==> images/gate_families.png <==
(4 px per um)
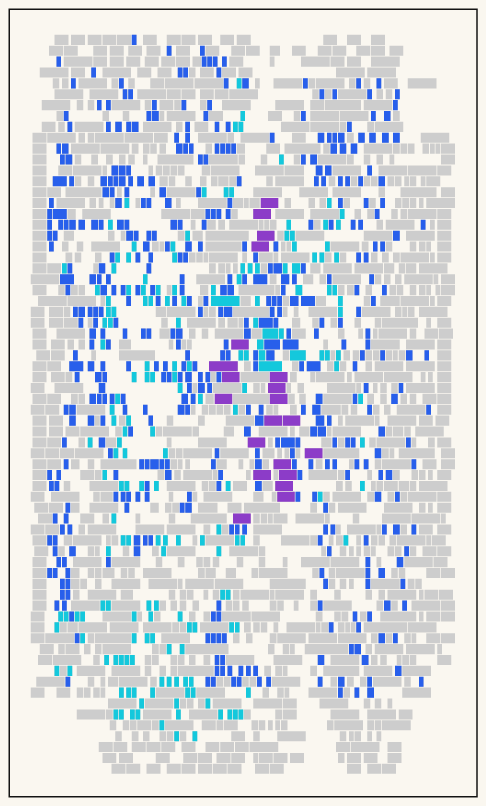
==> images/zoom.png <==
Region (43, 44) to (73, 74) um. Cells in gray, sequential cells in the stronger gray; small squares are vias.
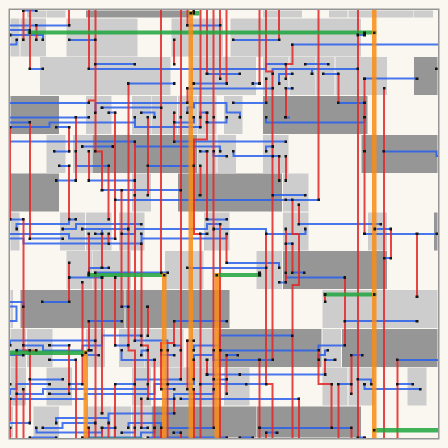
$ cat src/rtl/mem_ctrl_if.sv
// mem_ctrl_if: bundle of the two client request/response channels and the
// byte-wide RAM/IO port. The controller uses the slave view, the surrounding
// system (clients, RAM, UART status) uses the master view.
interface mem_ctrl_if;
   logic        rdy;
   logic        ic_ena;
   logic [31:0] ic_addr;
   logic        ic_valid;
   logic [31:0] ic_data;
   logic        ls_ena;
   logic        ls_wr;
   logic [1:0]  ls_size;
   logic [31:0] ls_addr;
   logic [31:0] ls_wdata;
   logic        ls_valid;
   logic [31:0] ls_rdata;
   logic [7:0]  mem_din;
   logic [7:0]  mem_dout;
   logic [31:0] mem_a;
   logic        mem_wr;
   logic        io_buffer_full;

   modport slave (
      input  rdy, ic_ena, ic_addr, ls_ena, ls_wr, ls_size, ls_addr, ls_wdata,
             mem_din, io_buffer_full,
      output ic_valid, ic_data, ls_valid, ls_rdata, mem_dout, mem_a, mem_wr
   );

   modport master (
      output rdy, ic_ena, ic_addr, ls_ena, ls_wr, ls_size, ls_addr, ls_wdata,
             mem_din, io_buffer_full,
      input  ic_valid, ic_data, ls_valid, ls_rdata, mem_dout, mem_a, mem_wr
   );
endinterface

$ cat src/rtl/mem_ctrl.sv
// mem_ctrl: round-robin arbiter between icache and load/store buffer that
// serializes 1/2/4-byte accesses onto a byte-wide RAM/IO port. Read bytes are
// assembled little-endian; I/O stores stall while the UART buffer is full.
module mem_ctrl (
   input  logic      clk,
   input  logic      rst,
   mem_ctrl_if.slave bus
);
   typedef enum logic [1:0] {IDLE = 2'd0, READ = 2'd1, WRITE = 2'd2} state_t;

   localparam logic CLIENT_IC = 1'b0;
   localparam logic CLIENT_LS = 1'b1;

   state_t      state_reg, state_next;
   logic [2:0]  cnt_reg, cnt_next;       // READ: edge index since accept; WRITE: next byte
   logic [2:0]  len_reg, len_next;       // byte count 1/2/4
   logic [31:0] base_reg, base_next;
   logic [31:0] wdata_reg, wdata_next;
   logic        client_reg, client_next;
   logic        last_reg, last_next;     // client granted most recently
   logic [31:0] buf_reg, buf_next;       // partially assembled read data
   logic [31:0] mem_a_reg, mem_a_next;
   logic [7:0]  mem_dout_reg, mem_dout_next;
   logic        mem_wr_reg, mem_wr_next;
   logic        ic_valid_reg, ic_valid_next;
   logic        ls_valid_reg, ls_valid_next;
   logic [31:0] ic_data_reg, ic_data_next;
   logic [31:0] ls_rdata_reg, ls_rdata_next;

   logic [2:0]  ls_len;
   logic        grant_ls;
   logic        stall_accept;
   logic        stall_write;
   logic [31:0] issue_addr;
   logic [31:0] capture_word;
   logic [31:0] final_word;
   logic [7:0]  wbyte [4];

   // Decode the LSB access size into a byte count; size 3 behaves as a word.
   always_comb begin
      ls_len = 3'd4;
      case (bus.ls_size)
         2'd0:    ls_len = 3'd1;
         2'd1:    ls_len = 3'd2;
         default: ls_len = 3'd4;
      endcase
   end

   // On a tie the client that did not win last time gets the port.
   assign grant_ls     = bus.ls_ena && (!bus.ic_ena || (last_reg == CLIENT_IC));
   assign stall_accept = bus.io_buffer_full && (bus.ls_addr[17:16] == 2'b11);
   assign stall_write  = bus.io_buffer_full && (base_reg[17:16] == 2'b11);
   assign issue_addr   = base_reg + {29'd0, cnt_reg};

   // Per-byte-lane views: the lane captured this edge (RAM has one cycle of
   // latency, so byte i arrives two edges after its issue), the lane that
   // completes the word on the final edge, and the store data bytes.
   genvar gi;
   generate
      for (gi = 0; gi < 4; gi++) begin : g_lane
         localparam logic [2:0] CAP_CNT  = 3'(gi + 2);
         localparam logic [2:0] LAST_LEN = 3'(gi + 1);
         assign capture_word[8*gi +: 8] = (cnt_reg == CAP_CNT)  ? bus.mem_din : buf_reg[8*gi +: 8];
         assign final_word[8*gi +: 8]   = (len_reg == LAST_LEN) ? bus.mem_din : buf_reg[8*gi +: 8];
         assign wbyte[gi]               = wdata_reg[8*gi +: 8];
      end
   endgenerate

   // Next-state and output logic; valid pulses and mem_wr default low so they
   // last only for the edge that produces them.
   always_comb begin
      state_next    = state_reg;
      cnt_next      = cnt_reg;
      len_next      = len_reg;
      base_next     = base_reg;
      wdata_next    = wdata_reg;
      client_next   = client_reg;
      last_next     = last_reg;
      buf_next      = buf_reg;
      mem_a_next    = mem_a_reg;
      mem_dout_next = mem_dout_reg;
      mem_wr_next   = 1'b0;
      ic_valid_next = 1'b0;
      ls_valid_next = 1'b0;
      ic_data_next  = ic_data_reg;
      ls_rdata_next = ls_rdata_reg;

      case (state_reg)
         IDLE: begin
            // Wait out the valid cycle so the client can change its address.
            if (!ic_valid_reg && !ls_valid_reg && (bus.ic_ena || bus.ls_ena)) begin
               buf_next = '0;
               cnt_next = 3'd1;
               if (grant_ls) begin
                  client_next = CLIENT_LS;
                  last_next   = CLIENT_LS;
                  base_next   = bus.ls_addr;
                  len_next    = ls_len;
                  wdata_next  = bus.ls_wdata;
                  if (bus.ls_wr) begin
                     state_next = WRITE;
                     if (stall_accept) begin
                        cnt_next = 3'd0;
                     end else begin
                        mem_a_next    = bus.ls_addr;
                        mem_dout_next = bus.ls_wdata[7:0];
                        mem_wr_next   = 1'b1;
                     end
                  end else begin
                     state_next = READ;
                     mem_a_next = bus.ls_addr;
                  end
               end else begin
                  client_next = CLIENT_IC;
                  last_next   = CLIENT_IC;
                  base_next   = bus.ic_addr;
                  len_next    = 3'd4;
                  state_next  = READ;
                  mem_a_next  = bus.ic_addr;
               end
            end
         end
         READ: begin
            if ((client_reg == CLIENT_IC) && !bus.ic_ena) begin
               state_next = IDLE;
               cnt_next   = 3'd0;
            end else if (cnt_reg == len_reg + 3'd1) begin
               state_next = IDLE;
               cnt_next   = 3'd0;
               if (client_reg == CLIENT_IC) begin
                  ic_data_next  = final_word;
                  ic_valid_next = 1'b1;
               end else begin
                  ls_rdata_next = final_word;
                  ls_valid_next = 1'b1;
               end
            end else begin
               buf_next = capture_word;
               cnt_next = cnt_reg + 3'd1;
               if (cnt_reg < len_reg) begin
                  mem_a_next = issue_addr;
               end
            end
         end
         WRITE: begin
            if (cnt_reg == len_reg) begin
               state_next    = IDLE;
               cnt_next      = 3'd0;
               ls_valid_next = 1'b1;
            end else if (!stall_write) begin
               mem_a_next    = issue_addr;
               mem_dout_next = wbyte[cnt_reg[1:0]];
               mem_wr_next   = 1'b1;
               cnt_next      = cnt_reg + 3'd1;
            end
         end
         default: begin
            state_next = IDLE;
         end
      endcase
   end

   // State register: reset wins, otherwise everything freezes while rdy is low.
   always_ff @(posedge clk) begin
      if (rst) begin
         state_reg    <= IDLE;
         cnt_reg      <= 3'd0;
         len_reg      <= 3'd0;
         base_reg     <= 32'd0;
         wdata_reg    <= 32'd0;
         client_reg   <= CLIENT_IC;
         last_reg     <= CLIENT_IC;
         buf_reg      <= 32'd0;
         mem_a_reg    <= 32'd0;
         mem_dout_reg <= 8'd0;
         mem_wr_reg   <= 1'b0;
         ic_valid_reg <= 1'b0;
         ls_valid_reg <= 1'b0;
         ic_data_reg  <= 32'd0;
         ls_rdata_reg <= 32'd0;
      end else if (bus.rdy) begin
         state_reg    <= state_next;
         cnt_reg      <= cnt_next;
         len_reg      <= len_next;
         base_reg     <= base_next;
         wdata_reg    <= wdata_next;
         client_reg   <= client_next;
         last_reg     <= last_next;
         buf_reg      <= buf_next;
         mem_a_reg    <= mem_a_next;
         mem_dout_reg <= mem_dout_next;
         mem_wr_reg   <= mem_wr_next;
         ic_valid_reg <= ic_valid_next;
         ls_valid_reg <= ls_valid_next;
         ic_data_reg  <= ic_data_next;
         ls_rdata_reg <= ls_rdata_next;
      end
   end

   assign bus.mem_a    = mem_a_reg;
   assign bus.mem_dout = mem_dout_reg;
   assign bus.mem_wr   = mem_wr_reg && bus.rdy;   // a paused system must not write
   assign bus.ic_valid = ic_valid_reg;
   assign bus.ic_data  = ic_data_reg;
   assign bus.ls_valid = ls_valid_reg;
   assign bus.ls_rdata = ls_rdata_reg;
endmodule

$ cat src/flat_wrapper.sv
// flat-port wrapper written by rule: the top's interface ports become plain ports
module mem_ctrl_flat 
  (clk, rst, bus_rdy, bus_ic_ena, bus_ic_addr, bus_ls_ena, bus_ls_wr, bus_ls_size, bus_ls_addr, bus_ls_wdata, bus_mem_din, bus_io_buffer_full, bus_ic_valid, bus_ic_data, bus_ls_valid, bus_ls_rdata, bus_mem_dout, bus_mem_a, bus_mem_wr);
  mem_ctrl_if bus_i ();
  input  logic clk;
  input  logic rst;
  input wire logic [$bits(bus_i.rdy)-1:0] bus_rdy;
  input wire logic [$bits(bus_i.ic_ena)-1:0] bus_ic_ena;
  input wire logic [$bits(bus_i.ic_addr)-1:0] bus_ic_addr;
  input wire logic [$bits(bus_i.ls_ena)-1:0] bus_ls_ena;
  input wire logic [$bits(bus_i.ls_wr)-1:0] bus_ls_wr;
  input wire logic [$bits(bus_i.ls_size)-1:0] bus_ls_size;
  input wire logic [$bits(bus_i.ls_addr)-1:0] bus_ls_addr;
  input wire logic [$bits(bus_i.ls_wdata)-1:0] bus_ls_wdata;
  input wire logic [$bits(bus_i.mem_din)-1:0] bus_mem_din;
  input wire logic [$bits(bus_i.io_buffer_full)-1:0] bus_io_buffer_full;
  output wire logic [$bits(bus_i.ic_valid)-1:0] bus_ic_valid;
  output wire logic [$bits(bus_i.ic_data)-1:0] bus_ic_data;
  output wire logic [$bits(bus_i.ls_valid)-1:0] bus_ls_valid;
  output wire logic [$bits(bus_i.ls_rdata)-1:0] bus_ls_rdata;
  output wire logic [$bits(bus_i.mem_dout)-1:0] bus_mem_dout;
  output wire logic [$bits(bus_i.mem_a)-1:0] bus_mem_a;
  output wire logic [$bits(bus_i.mem_wr)-1:0] bus_mem_wr;
  assign bus_i.rdy = bus_rdy;
  assign bus_i.ic_ena = bus_ic_ena;
  assign bus_i.ic_addr = bus_ic_addr;
  assign bus_i.ls_ena = bus_ls_ena;
  assign bus_i.ls_wr = bus_ls_wr;
  assign bus_i.ls_size = bus_ls_size;
  assign bus_i.ls_addr = bus_ls_addr;
  assign bus_i.ls_wdata = bus_ls_wdata;
  assign bus_i.mem_din = bus_mem_din;
  assign bus_i.io_buffer_full = bus_io_buffer_full;
  assign bus_ic_valid = bus_i.ic_valid;
  assign bus_ic_data = bus_i.ic_data;
  assign bus_ls_valid = bus_i.ls_valid;
  assign bus_ls_rdata = bus_i.ls_rdata;
  assign bus_mem_dout = bus_i.mem_dout;
  assign bus_mem_a = bus_i.mem_a;
  assign bus_mem_wr = bus_i.mem_wr;
  mem_ctrl u_core (.clk(clk), .rst(rst), .bus(bus_i));
endmodule
$ cat config.mk
export PLATFORM = sky130hd
export DESIGN_NAME = mem_ctrl_flat
export DESIGN_NICKNAME = d
export VERILOG_FILES = /design/src/rtl/mem_ctrl_if.sv /design/src/rtl/mem_ctrl.sv /design/src/flat_wrapper.sv
export SDC_FILE = /design/constraint.sdc
export NUM_CORES = 1
export LEC_CHECK = 0
export ABC_AREA = 1
export CORE_ASPECT_RATIO = 1.75
export CORE_MARGIN = 5
export CORE_UTILIZATION = 52
export DETAILED_ROUTE_END_ITERATION = 10
export PLACE_DENSITY = 0.83
export SLEW_MARGIN = 0
export SYNTH_ARGS = -nofsm -noshare
export SYNTH_HDL_FRONTEND = slang
export SYNTH_SLANG_ARGS = --single-unit
export TNS_END_PERCENT = 100
$ cat constraint.sdc
create_clock -name clk -period 2.7 [get_ports clk]
set_clock_uncertainty 0.05 [all_clocks]
set_input_delay 0.405 -clock clk [delete_from_list [all_inputs] [get_ports clk]]
set_output_delay 0.405 -clock clk [all_outputs]
set_load 0.03 [all_outputs]
==> out/metrics.cfg <==
[yosys]
netlist_top_cells_count=nand2_1 (349), dfxtp_1 (212), o21ai_0 (200)
synth_cells=1521
top_cell=nand2_1

[routing]
dr_total_vias=10690
detail_route.drc_violations=0
sum_of_routed_wire_segments_on_met1_um=11310
drt_pre_antenna_iters=5
uppermost_signal_routing_layer_after_detailed_routing=met4

[grt]
met3_usage=0.03257
grt_first_pass_wirelength_um=51270
grt_start_max_net_pins=138
grt_pass1_vias=10370
grt.total_usage=0.2796

[job]
maxCapViolCount=0
stage_log_warnings=37

[layout]
layout.core_utilization=0.6814
final_layout_size_suffix_gt1_frac=0.05594

[floorplanning]
die_height_um=196.5
chip_area_um2=22910
number_of_placed_i_o_pins=220

[run_status]
outcome=complete, no violations

[power]
total_power_mw=8.771
ir_drop_mv=0.5783

[clock_network]
post_cts_resized=0
post_cts.repair.setup_buffers=0
cts_inserted_buffers=20
clock_insertion_delay_worst_skew_ps=500
post_cts_hold_buffer_count=0
worst_setup_hold_path_clk_slew_ps=70

[timing]
timing.final.crit_period_ps=2403
timing.slew.headroom=0.4206
finalSetupTns_ps=0

[place]
detailedPlacementHpwl_um=24990
placement.io_buffers=219

[critical_path]
worstSetupEndpoint=u_core.bus.ic_data[24]
r2r_setup_slack_ps=300

[min_path]
worstHoldEndpoint=u_core.bus.ic_data[28]

Notes on gate_families.png above:
- NOR gates: cyan (cells 178; most used nor2_1)
- NAND gates: blue (cells 458; most used nand2_1; where widely spread)
- adder and majority cells: purple (cells 21; most used ha_1; where center)
Comb area share: 0.3862
number of cells in the finished layout apart from fillers: 1,963
Commonest Layout Cell: nand2_1

Notes on zoom.png above:
- met3: green
- met4: orange
- met2: red
- met1: blue
- netlist names of flops here include: u_core.wdata_reg (8), u_core.bus.mem_dout (2)
- sequential cells in the window: 11
- most frequent: o21ai_0 (15), dfxtp_1 (11), a21oi_1 (9)
- cells with their middle in the window: 67

==> logic make-up after synthesis <==
| kind of cell | Yosys count | share of synthesized area |
|---|---|---|
| muxes | 16 | 0.01549 |
| xor gates and xnor gates | 3 | 0.002543 |
| adders and majority gates | 21 | 0.02615 |
| DFF | 212 | 0.4106 |
| buffers and inverters | 225 | 0.08946 |
| AOI/OAI and AO/OA | 404 | 0.1980 |
| and+or+nand+nor | 640 | 0.2577 |
==> final cells by class <==
| cell class | count | share of cell area |
|---|---|---|
| Antenna cell | 2 | 0.0003737 |
| Clock inverter | 8 | 0.01112 |
| Clock buffer | 26 | 0.04363 |
| Tap cell | 245 | 0.02289 |
| Multi-Input combinational cell | 1084 | 0.3862 |
| Inverter | 142 | 0.03980 |
| Sequential cell | 212 | 0.3169 |
| Timing Repair Buffer | 244 | 0.1790 |
==> cell usage in the layout (no fill, tap or decap), drive strengths merged <==
cell	synthesis	routed
nand2	354	354
clkdlybuf4s50	0	217
dfxtp	212	212
o21ai	206	206
a21oi	184	184
nor2	174	174
inv	142	142
nand3	97	97
buf	30	27
clkbuf	53	26
ha	20	20
mux2i	16	16
a31oi	10	10
nand4	7	7
bufinv	0	4
nor3	4	4
or2	3	3
diode	0	2
a211oi	2	2
xnor2	2	2
clkinvlp	0	2
clkinv	0	2
xor2	1	1
and2	1	1
o22ai	1	1
o21a	1	1
fa	1	1
==> report_power, final <==
group          total, mW  leakage [nW]  internal [mW]  switching, mW
logic               2.06          3.07          0.758           1.30
clock network       3.13         0.354           1.91           1.22
registers           3.58          1.73           3.39          0.190
==> critical path, delay by kind of cell, from the launching register on <==
kind	cells	cell delay [ps]
DFF	1	370
adders and majority gates	2	520
buffers and inverters	2	370
and+or+nand+nor	5	580
AOI/OAI and AO/OA	2	360
Power and IR drop assume default switching activity.
